[src/rtl/rd_req_arbiter_if.sv]
// DDR read-command channel between rd_req_arbiter (master) and the DDR read controller (slave).
// Carries the shared command, its handshake, and the read-data/read-done strobes from the controller.
interface rd_req_arbiter_if #(
    parameter int ADDR_WIDTH = 27,
    parameter int LEN_WIDTH  = 16
);
    // Handshake: ddr_rreq is valid, ddr_rrdy is ready; the command transfers on the cycle both are
    // high, and ddr_raddr/ddr_rd_len hold stable while ddr_rreq is high. ddr_rdone pulses once per burst.
    logic                  ddr_rreq;
    logic [ADDR_WIDTH-1:0] ddr_raddr;
    logic [LEN_WIDTH-1:0]  ddr_rd_len;
    logic                  ddr_rrdy;
    logic                  ddr_rdone;
    logic                  ddr_rdata_en;

    modport master (
        output ddr_rreq, ddr_raddr, ddr_rd_len,
        input  ddr_rrdy, ddr_rdone, ddr_rdata_en
    );

    modport slave (
        input  ddr_rreq, ddr_raddr, ddr_rd_len,
        output ddr_rrdy, ddr_rdone, ddr_rdata_en
    );
endinterface

[src/rtl/rd_req_arbiter.sv]
// Round-robin arbiter sharing the DDR read-command port among three rd_cell fetchers.
// Optional watchdog: define RD_ARB_WDOG_EN to add a CMD/DATA timeout and the sticky wdog_err output.
module rd_req_arbiter #(
    parameter int ADDR_WIDTH = 27,
    parameter int LEN_WIDTH  = 16
`ifdef RD_ARB_WDOG_EN
    ,
    parameter int                    WDOG_WIDTH = 16,
    parameter logic [WDOG_WIDTH-1:0] WDOG_LIMIT = 16'hFFFF
`endif
) (
    input  logic                  ddr_clk,
    input  logic                  ddr_rstn,
    input  logic                  init_done,
    input  logic                  ddr_rreq1,
    input  logic                  ddr_rreq2,
    input  logic                  ddr_rreq3,
    input  logic [ADDR_WIDTH-1:0] ddr_raddr1,
    input  logic [ADDR_WIDTH-1:0] ddr_raddr2,
    input  logic [ADDR_WIDTH-1:0] ddr_raddr3,
    input  logic [LEN_WIDTH-1:0]  ddr_rd_len1,
    input  logic [LEN_WIDTH-1:0]  ddr_rd_len2,
    input  logic [LEN_WIDTH-1:0]  ddr_rd_len3,
    rd_req_arbiter_if.master      ddr,
    output logic                  ddr_rdata_en1,
    output logic                  ddr_rdata_en2,
    output logic                  ddr_rdata_en3,
    output logic                  rd_opera_en_1,
    output logic                  rd_opera_en_2,
    output logic                  rd_opera_en_3,
    output logic                  ddr_rdone1,
    output logic                  ddr_rdone2,
    output logic                  ddr_rdone3,
    output logic                  arb_busy,
    output logic [1:0]            state_dbg
`ifdef RD_ARB_WDOG_EN
    ,
    output logic                  wdog_err
`endif
);
    typedef enum logic [1:0] {
        ST_IDLE    = 2'd0,
        ST_CMD     = 2'd1,
        ST_DATA    = 2'd2,
        ST_RELEASE = 2'd3
    } state_t;

    state_t                state_q, state_d;
    logic                  rreq_q, rreq_d;
    logic [ADDR_WIDTH-1:0] raddr_q, raddr_d;
    logic [LEN_WIDTH-1:0]  len_q, len_d;
    logic [2:0]            gnt_q, gnt_d;
    logic                  busy_q, busy_d;
    logic [1:0]            ptr_q, ptr_d;

    logic [2:0] req_vec;
    logic [2:0] cand;
    logic       win_vld;
    logic [1:0] win_idx;
    logic [1:0] nxt_ptr;
    logic       rel_evt;
    logic       wdog_to;

    assign req_vec = {ddr_rreq3, ddr_rreq2, ddr_rreq1};

    // Scan from the farthest offset back to the pointer so the nearest requester wins.
    always_comb begin
        win_vld = 1'b0;
        win_idx = 2'd0;
        cand    = 3'd0;
        for (int k = 2; k >= 0; k--) begin
            cand = {1'b0, ptr_q} + 3'(k);
            if (cand >= 3'd3) cand = cand - 3'd3;
            if (req_vec[cand[1:0]]) begin
                win_vld = 1'b1;
                win_idx = cand[1:0];
            end
        end
    end

    always_comb begin
        nxt_ptr = 2'd0;
        if (gnt_q[0]) nxt_ptr = 2'd1;
        else if (gnt_q[1]) nxt_ptr = 2'd2;
    end

    // A burst ends on the controller's done (DATA only) or on a watchdog timeout.
    assign rel_evt = ((state_q == ST_DATA) && ddr.ddr_rdone) || wdog_to;

    always_comb begin
        state_d = state_q;
        rreq_d  = rreq_q;
        raddr_d = raddr_q;
        len_d   = len_q;
        gnt_d   = gnt_q;
        busy_d  = busy_q;
        ptr_d   = ptr_q;
        if (rel_evt) begin
            state_d = ST_RELEASE;
            rreq_d  = 1'b0;
            gnt_d   = 3'b000;
            busy_d  = 1'b0;
            ptr_d   = nxt_ptr;
        end else begin
            case (state_q)
                ST_IDLE: begin
                    if (init_done && win_vld) begin
                        state_d = ST_CMD;
                        rreq_d  = 1'b1;
                        busy_d  = 1'b1;
                        gnt_d   = 3'b001 << win_idx;
                        case (win_idx)
                            2'd0:    begin raddr_d = ddr_raddr1; len_d = ddr_rd_len1; end
                            2'd1:    begin raddr_d = ddr_raddr2; len_d = ddr_rd_len2; end
                            default: begin raddr_d = ddr_raddr3; len_d = ddr_rd_len3; end
                        endcase
                    end
                end
                ST_CMD: begin
                    if (ddr.ddr_rrdy) begin
                        rreq_d  = 1'b0;
                        state_d = ST_DATA;
                    end
                end
                ST_DATA:    state_d = ST_DATA;
                ST_RELEASE: state_d = ST_IDLE;
                default:    state_d = ST_IDLE;
            endcase
        end
    end

`ifdef RD_ARB_WDOG_EN
    logic [WDOG_WIDTH-1:0] wcnt_q, wcnt_d;
    logic                  werr_q, werr_d;

    assign wdog_to = ((state_q == ST_CMD) || (state_q == ST_DATA)) &&
                     (wcnt_q == WDOG_LIMIT - WDOG_WIDTH'(1));

    always_comb begin
        werr_d = werr_q | wdog_to;
        wcnt_d = wcnt_q;
        if (state_d != state_q) wcnt_d = '0;
        else if ((state_q == ST_CMD) || (state_q == ST_DATA)) wcnt_d = wcnt_q + WDOG_WIDTH'(1);
    end

    always_ff @(posedge ddr_clk or negedge ddr_rstn) begin
        if (!ddr_rstn) begin
            wcnt_q <= '0;
            werr_q <= 1'b0;
        end else begin
            wcnt_q <= wcnt_d;
            werr_q <= werr_d;
        end
    end

    assign wdog_err = werr_q;
`else
    assign wdog_to = 1'b0;
`endif

    always_ff @(posedge ddr_clk or negedge ddr_rstn) begin
        if (!ddr_rstn) begin
            state_q <= ST_IDLE;
            rreq_q  <= 1'b0;
            raddr_q <= '0;
            len_q   <= '0;
            gnt_q   <= 3'b000;
            busy_q  <= 1'b0;
            ptr_q   <= 2'd0;
        end else begin
            state_q <= state_d;
            rreq_q  <= rreq_d;
            raddr_q <= raddr_d;
            len_q   <= len_d;
            gnt_q   <= gnt_d;
            busy_q  <= busy_d;
            ptr_q   <= ptr_d;
        end
    end

    assign ddr.ddr_rreq   = rreq_q;
    assign ddr.ddr_raddr  = raddr_q;
    assign ddr.ddr_rd_len = len_q;
    assign rd_opera_en_1  = gnt_q[0];
    assign rd_opera_en_2  = gnt_q[1];
    assign rd_opera_en_3  = gnt_q[2];
    assign arb_busy       = busy_q;
    assign state_dbg      = state_q;

    // Data strobes only reach a cell while its burst is in the data phase.
    assign ddr_rdata_en1 = ddr.ddr_rdata_en & gnt_q[0] & (state_q == ST_DATA);
    assign ddr_rdata_en2 = ddr.ddr_rdata_en & gnt_q[1] & (state_q == ST_DATA);
    assign ddr_rdata_en3 = ddr.ddr_rdata_en & gnt_q[2] & (state_q == ST_DATA);
    assign ddr_rdone1    = rel_evt & gnt_q[0];
    assign ddr_rdone2    = rel_evt & gnt_q[1];
    assign ddr_rdone3    = rel_evt & gnt_q[2];
endmodule

[src/flat_wrapper.sv]
// flat-port wrapper written by rule: the top's interface ports become plain ports
module rd_req_arbiter_flat 
#(
    parameter int ADDR_WIDTH = 27,
    parameter int LEN_WIDTH  = 16

)
  (ddr_clk, ddr_rstn, init_done, ddr_rreq1, ddr_rreq2, ddr_rreq3, ddr_raddr1, ddr_raddr2, ddr_raddr3, ddr_rd_len1, ddr_rd_len2, ddr_rd_len3, ddr_rdata_en1, ddr_rdata_en2, ddr_rdata_en3, rd_opera_en_1, rd_opera_en_2, rd_opera_en_3, ddr_rdone1, ddr_rdone2, ddr_rdone3, arb_busy, state_dbg, ddr_ddr_rreq, ddr_ddr_raddr, ddr_ddr_rd_len, ddr_ddr_rrdy, ddr_ddr_rdone, ddr_ddr_rdata_en);
  rd_req_arbiter_if #(.ADDR_WIDTH(ADDR_WIDTH), .LEN_WIDTH(LEN_WIDTH)) ddr_i ();
  input  logic ddr_clk;
  input  logic ddr_rstn;
  input  logic init_done;
  input  logic ddr_rreq1;
  input  logic ddr_rreq2;
  input  logic ddr_rreq3;
  input  logic [ADDR_WIDTH-1:0] ddr_raddr1;
  input  logic [ADDR_WIDTH-1:0] ddr_raddr2;
  input  logic [ADDR_WIDTH-1:0] ddr_raddr3;
  input  logic [LEN_WIDTH-1:0] ddr_rd_len1;
  input  logic [LEN_WIDTH-1:0] ddr_rd_len2;
  input  logic [LEN_WIDTH-1:0] ddr_rd_len3;
  output logic ddr_rdata_en1;
  output logic ddr_rdata_en2;
  output logic ddr_rdata_en3;
  output logic rd_opera_en_1;
  output logic rd_opera_en_2;
  output logic rd_opera_en_3;
  output logic ddr_rdone1;
  output logic ddr_rdone2;
  output logic ddr_rdone3;
  output logic arb_busy;
  output logic [1:0] state_dbg;
  output wire logic [$bits(ddr_i.ddr_rreq)-1:0] ddr_ddr_rreq;
  output wire logic [$bits(ddr_i.ddr_raddr)-1:0] ddr_ddr_raddr;
  output wire logic [$bits(ddr_i.ddr_rd_len)-1:0] ddr_ddr_rd_len;
  input wire logic [$bits(ddr_i.ddr_rrdy)-1:0] ddr_ddr_rrdy;
  input wire logic [$bits(ddr_i.ddr_rdone)-1:0] ddr_ddr_rdone;
  input wire logic [$bits(ddr_i.ddr_rdata_en)-1:0] ddr_ddr_rdata_en;
  assign ddr_ddr_rreq = ddr_i.ddr_rreq;
  assign ddr_ddr_raddr = ddr_i.ddr_raddr;
  assign ddr_ddr_rd_len = ddr_i.ddr_rd_len;
  assign ddr_i.ddr_rrdy = ddr_ddr_rrdy;
  assign ddr_i.ddr_rdone = ddr_ddr_rdone;
  assign ddr_i.ddr_rdata_en = ddr_ddr_rdata_en;
  rd_req_arbiter #(.ADDR_WIDTH(ADDR_WIDTH), .LEN_WIDTH(LEN_WIDTH)) u_core (.ddr_clk(ddr_clk), .ddr_rstn(ddr_rstn), .init_done(init_done), .ddr_rreq1(ddr_rreq1), .ddr_rreq2(ddr_rreq2), .ddr_rreq3(ddr_rreq3), .ddr_raddr1(ddr_raddr1), .ddr_raddr2(ddr_raddr2), .ddr_raddr3(ddr_raddr3), .ddr_rd_len1(ddr_rd_len1), .ddr_rd_len2(ddr_rd_len2), .ddr_rd_len3(ddr_rd_len3), .ddr(ddr_i), .ddr_rdata_en1(ddr_rdata_en1), .ddr_rdata_en2(ddr_rdata_en2), .ddr_rdata_en3(ddr_rdata_en3), .rd_opera_en_1(rd_opera_en_1), .rd_opera_en_2(rd_opera_en_2), .rd_opera_en_3(rd_opera_en_3), .ddr_rdone1(ddr_rdone1), .ddr_rdone2(ddr_rdone2), .ddr_rdone3(ddr_rdone3), .arb_busy(arb_busy), .state_dbg(state_dbg));
endmodule
[config.mk]
export PLATFORM = sky130hd
export DESIGN_NAME = rd_req_arbiter_flat
export DESIGN_NICKNAME = d
export VERILOG_FILES = /design/src/rtl/rd_req_arbiter_if.sv /design/src/rtl/rd_req_arbiter.sv /design/src/flat_wrapper.sv
export SDC_FILE = /design/constraint.sdc
export NUM_CORES = 1
export LEC_CHECK = 0
export ABC_CLOCK_PERIOD_IN_PS = 2300
export CAP_MARGIN = 20
export CORE_ASPECT_RATIO = 1.1
export CORE_MARGIN = 8
export CORE_UTILIZATION = 30
export DETAILED_ROUTE_END_ITERATION = 10
export PLACE_DENSITY = 0.73
export RECOVER_POWER = 50
export SYNTH_ARGS = -nofsm -noshare
export SYNTH_HDL_FRONTEND = slang
export SYNTH_SLANG_ARGS = --single-unit
[constraint.sdc]
create_clock -name ddr_clk -period 2.3 [get_ports ddr_clk]
set_input_delay 0.69 -clock ddr_clk [delete_from_list [all_inputs] [get_ports ddr_clk]]
set_output_delay 0.69 -clock ddr_clk [all_outputs]
set_load 0.01 [all_outputs]
Figure 1. Register map, names as in the netlist (run 1).
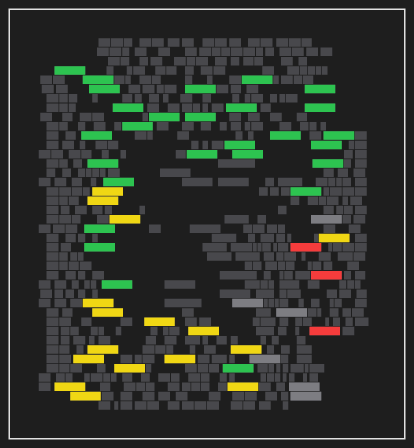
green -> u_core.ddr.ddr_raddr  # placed flops 27
red -> u_core.gnt_q  # placed flops 3
yellow -> u_core.ddr.ddr_rd_len  # placed flops 16
not colored = 6
sequential cell area share: 22.78%
utilization after layout: 53.09%
Seq power: 1.63 mW

Figure 2. Wires at chosen ports, followed through buffers (run 1).
Bar = 20 um.
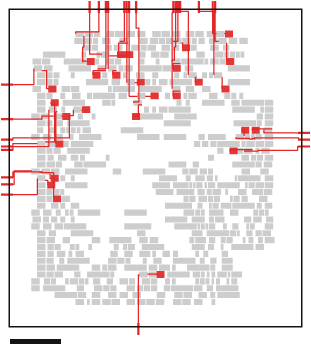
red -> ddr_raddr1  # bits 27, direction input, edge 15 north, 8 west, 3 east, 1 south, end cells 27, wire 768 um
IO Port Bufs: 193
I/O Pins: 194

Figure 3. Routing congestion (run 1).
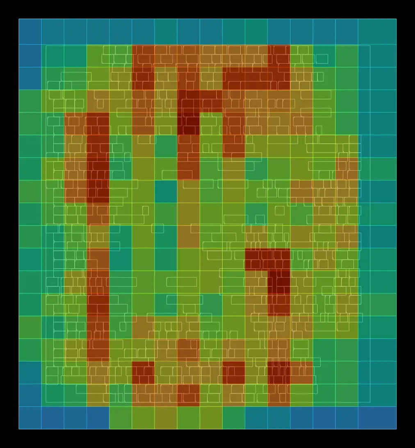
Tot GR Track Use: 16.13%
routing usage on met1: 16.88%
grt peak-use layer: met2

==> impl_metrics.yaml, run 1 <==
# physical design summary
outcome:
  status: "finished clean"
grt:
  grt_max_degree: 49
  grt_pass1_vias: 3822
  antenna_found_initial: 0
  gr-total-overflow: 0
floorplan:
  core_um2: 10760
  dieArea_um2: 14410
  fp_util_pct: 30.17
  fp-row-count: 40
place:
  place_congestion: 0.7884
  place_ws_ns: -0.3883
clocking:
  clock-sinks: 52
  clkLatencyLatePin_ns: 0.29
  ctsHoldBuffers: 0
  cts_inserted_buffers: 5
  h-tree-depth: 2
sta:
  min_period_over_period_pct: 99.20
  setup_viol: 0
  setup_ws_ns: 0.01834
worst_setup_path:
  critPathCapture: "ddr_rdata_en1"
  critical_path.startpoint_type: "input port"
  end_kind: "output port"
  timing.rr.start: "u_core.ptr_q[0]"
logic_synthesis:
  synthFlopType: "dfrtp_1"
  avgSynthCellArea_um2: 9.750
  yosys-stat-cells: 333
  synthArstFlopShare_pct: 100.0
  fp_nets: 478
  ys_types: 39
  netlist_instances: 333
layout:
  nNetsFinal: 680
  area_delta_synth_final_pct: 75.95
  lay_top_cells: "clkdlybuf4s50_1, dfrtp_1, a21oi_1"
  antenna_cells: 0
  stdcell_area_um2: 5713
detailed_routing:
  wire_per_inst_um: 17.75
  totalWireLength_mm: 12.13
  dr.pass1.iters: 4
flow_run:
  warnings: 33
pwr:
  powerDensity_nw_per_um2: 1170
  power_leakage_nw: 2.281
run 1: cell type report:
class                           count  area, um^2
Fill cell                        1007        5047
Timing Repair Buffer              228        2262
Multi-Input combinational cell    241        1724
Sequential cell                    52        1301
Tap cell                          147       183.9
Clock buffer                        5       125.1
Clock inverter                      3       90.09
Inverter                            7       26.28
run 1: critical path, cell delays in order:
cell and delay [ns]:
clkdlybuf4s50_1 0.48, and3_1 0.15, dlygate4sd2_1 0.27
run 1: report_power, final:
group	total [mW]	internal (mW)	leakage [nW]	switching (mW)
Sequential	1.63	1.37	0.593	0.257
Clock	1.07	0.734	0.104	0.335
Combinational	3.99	2.04	1.58	1.95
run 1: metal layers:
layer	vias to the layer above	track usage (%)	wire, um
li1	1698	-	-
met1	1687	16.88	4785
met2	134	29.13	6160
met3	20	5.152	886
met4	0	5.960	293
met5	-	0	0
run 1: cells by family after synthesis:
logic type | after synthesis | synth area share, %
and+or+nand+nor | 81 | 18.19
adders and majority gates | 7 | 2.697
muxes | 6 | 1.888
buffers and inverters | 40 | 7.476
AOI/OAI and AO/OA | 147 | 29.67
DFF | 52 | 40.08
run 1: Yosys cell counts, types with 2 or more instances:
cell type  number  area, um^2
a21oi_1        45       225.2
a22oi_1        43       322.8
a31oi_1        43       269.0
a31oi_2         2       25.02
and2_1          2       12.51
and3_1          6       37.54
buf_2          17       85.08
buf_6           9       101.4
clkbuf_1        6       22.52
dfrtp_1        52        1301
ha_1            7       87.58
inv_1           7       26.28
mux2i_1         5       50.05
nand2_1         5       18.77
nand2b_1        3       18.77
nand3_1         2       10.01
nor2_1          8       30.03
nor2b_1         4       25.02
nor3b_1         2       15.01
o21ai_0         3       15.01
or3b_1         44       385.4
Figure 4. Metal 1 (run 1).
Supply wires on this layer in gray. Cells faint in the background.
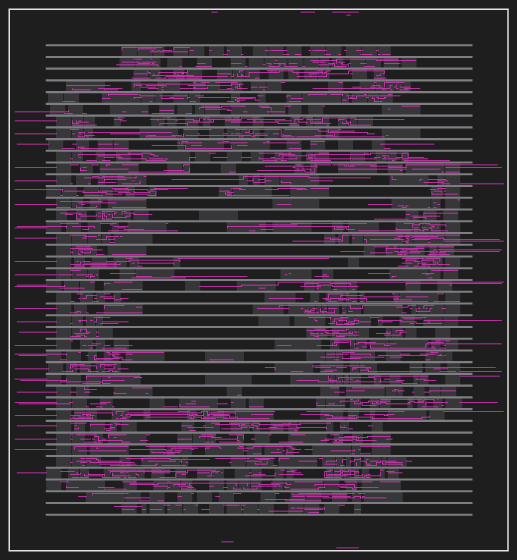

--- run 2 (diff from run 1) ---
Settings changed: ABC_CLOCK_PERIOD_IN_PS 2300 to 2200.
Clock period 2.3 ns to 2.2 ns, I/O delays scaled along.
Figure 5. Metal 1 (run 2).
Supply wires on this layer in gray. Cells faint in the background.
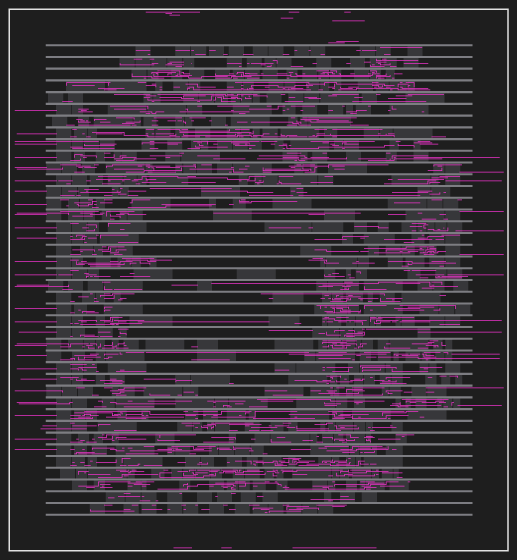
wire length on this layer = 4960 um
longest straight run = 38.6 um
Via Count: 3568
Detailed Route WL: 12.80 mm

Figure 6. M2 wires (run 2).
Cells faint in the background.
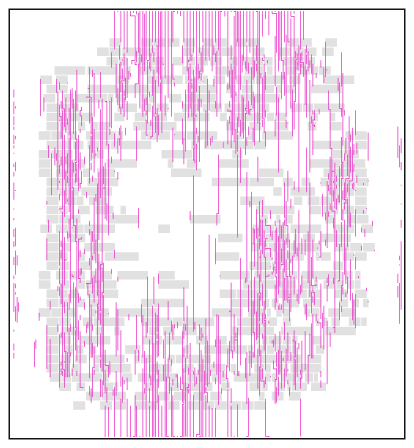
nets with wire on the layer = 580
main direction = vertical
share of all routed wire = 52%
wire length on this layer = 6610 um

Figure 7. Routing congestion (run 2).
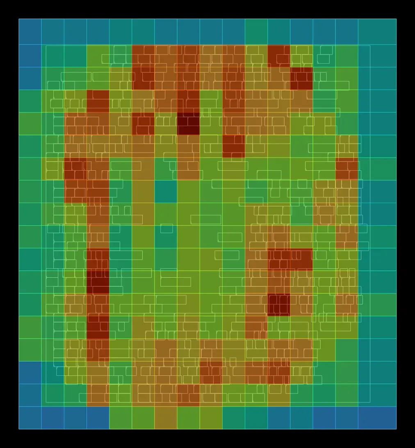
utilization after layout: 54.51%
met2 usage: 29.61%

==> run 2 against run 1 <==
Against the previous run: clock power shrank about 10%; synthesized area is the same; power grew 8.5%; count of clock-buffer cells in the layout grew 2; critical path depth grew 7; hold slack gained 0.059 ns; register-to-register slack lost 0.03 ns; utilization grew 1.4 points; synthesized cell count is the same; sequential power grew 5%; via count grew 0.82%; sequential cell count is the same; critical path type is now reg2reg; critical endpoint is now u_core.state_dbg[1].
==> impl_metrics.yaml, run 2 <==
# physical design summary
worst_setup_path:
  max_stage_delay_ns: 0.39
  end_kind: "register"
  cp_common_cell: "buf_4"
  critPathSlowestCell: "dfrtp_1"
outcome:
  status: "finished clean"
floorplan:
  fp_util_pct: 30.17
  dieArea_um2: 14410
  fp-row-count: 40
  ios: 194
grt:
  grt_usage_pct: 16.41
  gr-total-overflow: 0
  grt_pass1_vias: 3767
  grt_max_degree: 42
  antenna_found_initial: 0
logic_synthesis:
  area_leaders: "dfrtp_1, or3b_1, a22oi_1"
  synth_top_cell_by_count: "dfrtp_1"
  avgSynthCellArea_um2: 9.750
  synthFlopType: "dfrtp_1"
  top_logic_kind: "AND-OR/OR-AND gates"
  ys_types: 39
  adder_share_pct: 2.697
  largest_area_cell: "dfrtp_1"
  yosys-top-cells-count: "dfrtp_1, a21oi_1, or3b_1"
  mux_share_pct: 1.888
sta:
  setup_ws_ns: 0.05543
pwr:
  p_clk_mw: 0.943
  p_int_mw: 4.454
  p_sw_share_pct: 38.61
  top_power_group: "combinational logic"
  power_leakage_nw: 2.333
detailed_routing:
  dr.pass1.iters: 5
  wire_per_inst_um: 18.54
place:
  place_congestion: 0.8128
clocking:
  clkLatencyLatePin_ns: 0.29
run 2: cell counts after synthesis:
Identical to the previous run, type by type.
run 2: worst max path at each step:
stage                               start                  endpoint  slack [ns]  cells past startpoint
after floorplan           u_core.ptr_q[0]  u_core.ddr.ddr_rd_len[3]        0.15                      9
after global placement      ddr_ddr_rdone                ddr_rdone1       -0.45                      4
after detailed placement    ddr_ddr_rdone                ddr_rdone1       -0.44                      4
after CTS                   ddr_ddr_rdone                ddr_rdone2      -0.004                      4
after global routing      u_core.ptr_q[1]  u_core.ddr.ddr_raddr[26]       -0.04                     11
final                     u_core.ptr_q[1]       u_core.state_dbg[1]        0.06                     10
run 2: per-layer routing:
layer	routed length (um)	global-route usage, %	vias up	part of all wire, %
met2	6606	29.61	134	52
met4	272	4.876	0	2.1
li1	-	-	1710	-
met1	4962	17.61	1704	39
met3	953	5.296	20	7.4
met5	0	0	-	0
run 2: area by class of cell:
type / instances / area, um^2
Fill cell: 978 / 4895
Timing Repair Buffer: 235 / 2359
Multi-Input combinational cell: 241 / 1813
Sequential cell: 52 / 1301
Tap cell: 147 / 183.9
Clock buffer: 7 / 152.6
Clock inverter: 1 / 30.03
Inverter: 7 / 26.28
run 2: metrics by stage:
| stage | setup TNS [ns] | instance area [um^2] | cells | util (%) |
|---|---|---|---|---|
| global route | -0.8043 | 5866 | 690 | 54.51 |
| floorplan | 0 | 3247 | 333 | - |
| finish | 0 | 5866 | 690 | 54.51 |
| detailed placement | -16.67 | 5482 | 675 | 50.94 |
| CTS | -0.003516 | 5758 | 686 | 53.51 |
| global placement | -15.01 | 5482 | 675 | 50.94 |
run 2: timing repair:
item,CTS,global route
pin swaps,6,14
setup endpoints to repair,49,50
setup buffers,1,2
gates resized,35,15
cloned,2,2
--- run 3 (diff from run 2) ---
Settings changed: SLEW_MARGIN set to 30.
Figure 8. M2 wires (run 3).
Cells faint in the background.
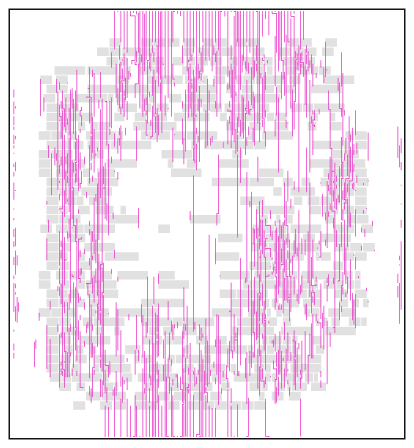
nets with wire on the layer = 580
wire length on this layer = 6610 um
share of all routed wire = 52%
longest straight run = 62.2 um
main direction = vertical

Figure 9. Routing congestion (run 3).
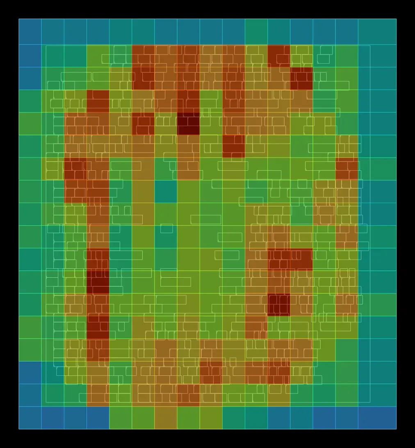
met3 GRT Util: 5.296%
Tot GR Track Use: 16.41%
routing usage on met1: 17.61%
routed length per instance: 18.54 um

Figure 10. Wires at chosen ports, followed through buffers (run 3).
Bar = 20 um.
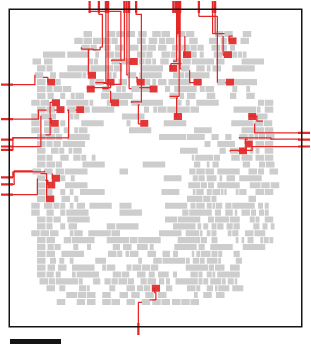
red -> ddr_raddr1  # bits 27, direction input, edge 15 north, 8 west, 3 east, 1 south, end cells 27, wire 797 um

==> run 3 against run 2 <==
Against the previous run: critical path depth unchanged; global-route usage unchanged; hold slack stayed put; critical path type unchanged; highest routed layer unchanged.
==> impl_metrics.yaml, run 3 <==
# physical design summary
logic_synthesis:
  yosys-top-cells-count: "dfrtp_1, a21oi_1, or3b_1"
  synthFlopType: "dfrtp_1"
  ys_types: 39
  area_leaders: "dfrtp_1, or3b_1, a22oi_1"
  synth_top_cell_by_count: "dfrtp_1"
  largest_area_cell: "dfrtp_1"
  avgSynthCellArea_um2: 9.750
  top_area_share_pct: 40.08
min_path:
  hold_path_class: "reg2reg"
worst_setup_path:
  max_stage_delay_ns: 0.39
  cp_common_cell: "buf_4"
  end_kind: "register"
  critPathSlowestCell: "dfrtp_1"
place:
  place_congestion: 0.8128
  place_inst: 675
grt:
  grt_max_degree: 42
  busiest_layer: "met2"
  gr-usage-met2_pct: 29.61
  grt_pass1_vias: 3767
detailed_routing:
  totalWireLength_mm: 12.80
  ant_nets: 0
  dr.pass1.iters: 5
  vias: 3568
layout:
  regArea_um2: 1301
  utilization_pct: 54.51
  instances_no_fill: 690
  filler_cell_count: 978
  stdcell_area_um2: 5866
sta:
  tns_ns: 0
  setup_ws_ns: 0.05543
pwr:
  power_leakage_nw: 2.333
floorplan:
  fp-row-count: 40
  dieArea_um2: 14410
  fp_util_pct: 30.17
  ios: 194
clocking:
  clkLatencyLatePin_ns: 0.29
outcome:
  status: "finished clean"
-- run 3: cell counts in the layout (fill, tap and decap cells not counted) --
Identical to the previous run, type by type.
-- run 3: timing repair --
item / CTS / global route
buffers inserted: 1 / 2
pin swaps: 6 / 14
setup endpoints to repair: 49 / 50
cloned: 2 / 2
resized: 35 / 15
hold buffers: 0 / 0
-- run 3: power by group --
group          internal [mW]  switching (mW)  leakage, nW
Sequential              1.43           0.280        0.593
Clock                  0.600           0.343       0.0901
Combinational           2.42            2.18         1.65
Total                   4.45            2.80         2.33
-- run 3: kinds of logic after synthesis --
group,Yosys count,share of synthesized area (%)
flip-flops,52,40.08
adder cells (fa/ha/maj),7,2.697
AND-OR/OR-AND,147,29.67
multiplexers,6,1.888
AND/OR/NAND/NOR,81,18.19
buffers and inverters,40,7.476
-- run 3: cell type report --
class / instances / area share, %
flip-flops and latches: 52 / 22.18
repair buffers: 235 / 40.21
clock buffers: 7 / 2.602
well taps: 147 / 3.136
multi-input cells: 241 / 30.91
clock inverters: 1 / 0.5119
inverters: 7 / 0.4480
-- run 3: final timing paths --
check / startpoint / endpoint / cells after the start
max: u_core.ptr_q[1] / u_core.state_dbg[1] / 10
min: u_core.ddr.ddr_rreq / u_core.ddr.ddr_rreq / 1
max reg2reg: u_core.ptr_q[1] / u_core.state_dbg[1] / 10
min reg2reg: u_core.ddr.ddr_rreq / u_core.ddr.ddr_rreq / 1
max in group asynchronous: ddr_rstn / u_core.ddr.ddr_raddr[16] / 2
min in group asynchronous: ddr_rstn / u_core.ddr.ddr_rreq / 1
-- run 3: metal layers --
layer | wire length (um) | part of all wire (%)
met1 | 4962 | 39
met2 | 6606 | 52
met3 | 953 | 7.4
met4 | 272 | 2.1
met5 | 0 | 0
No activity file was given, so power comes from the tool's default toggle rates.
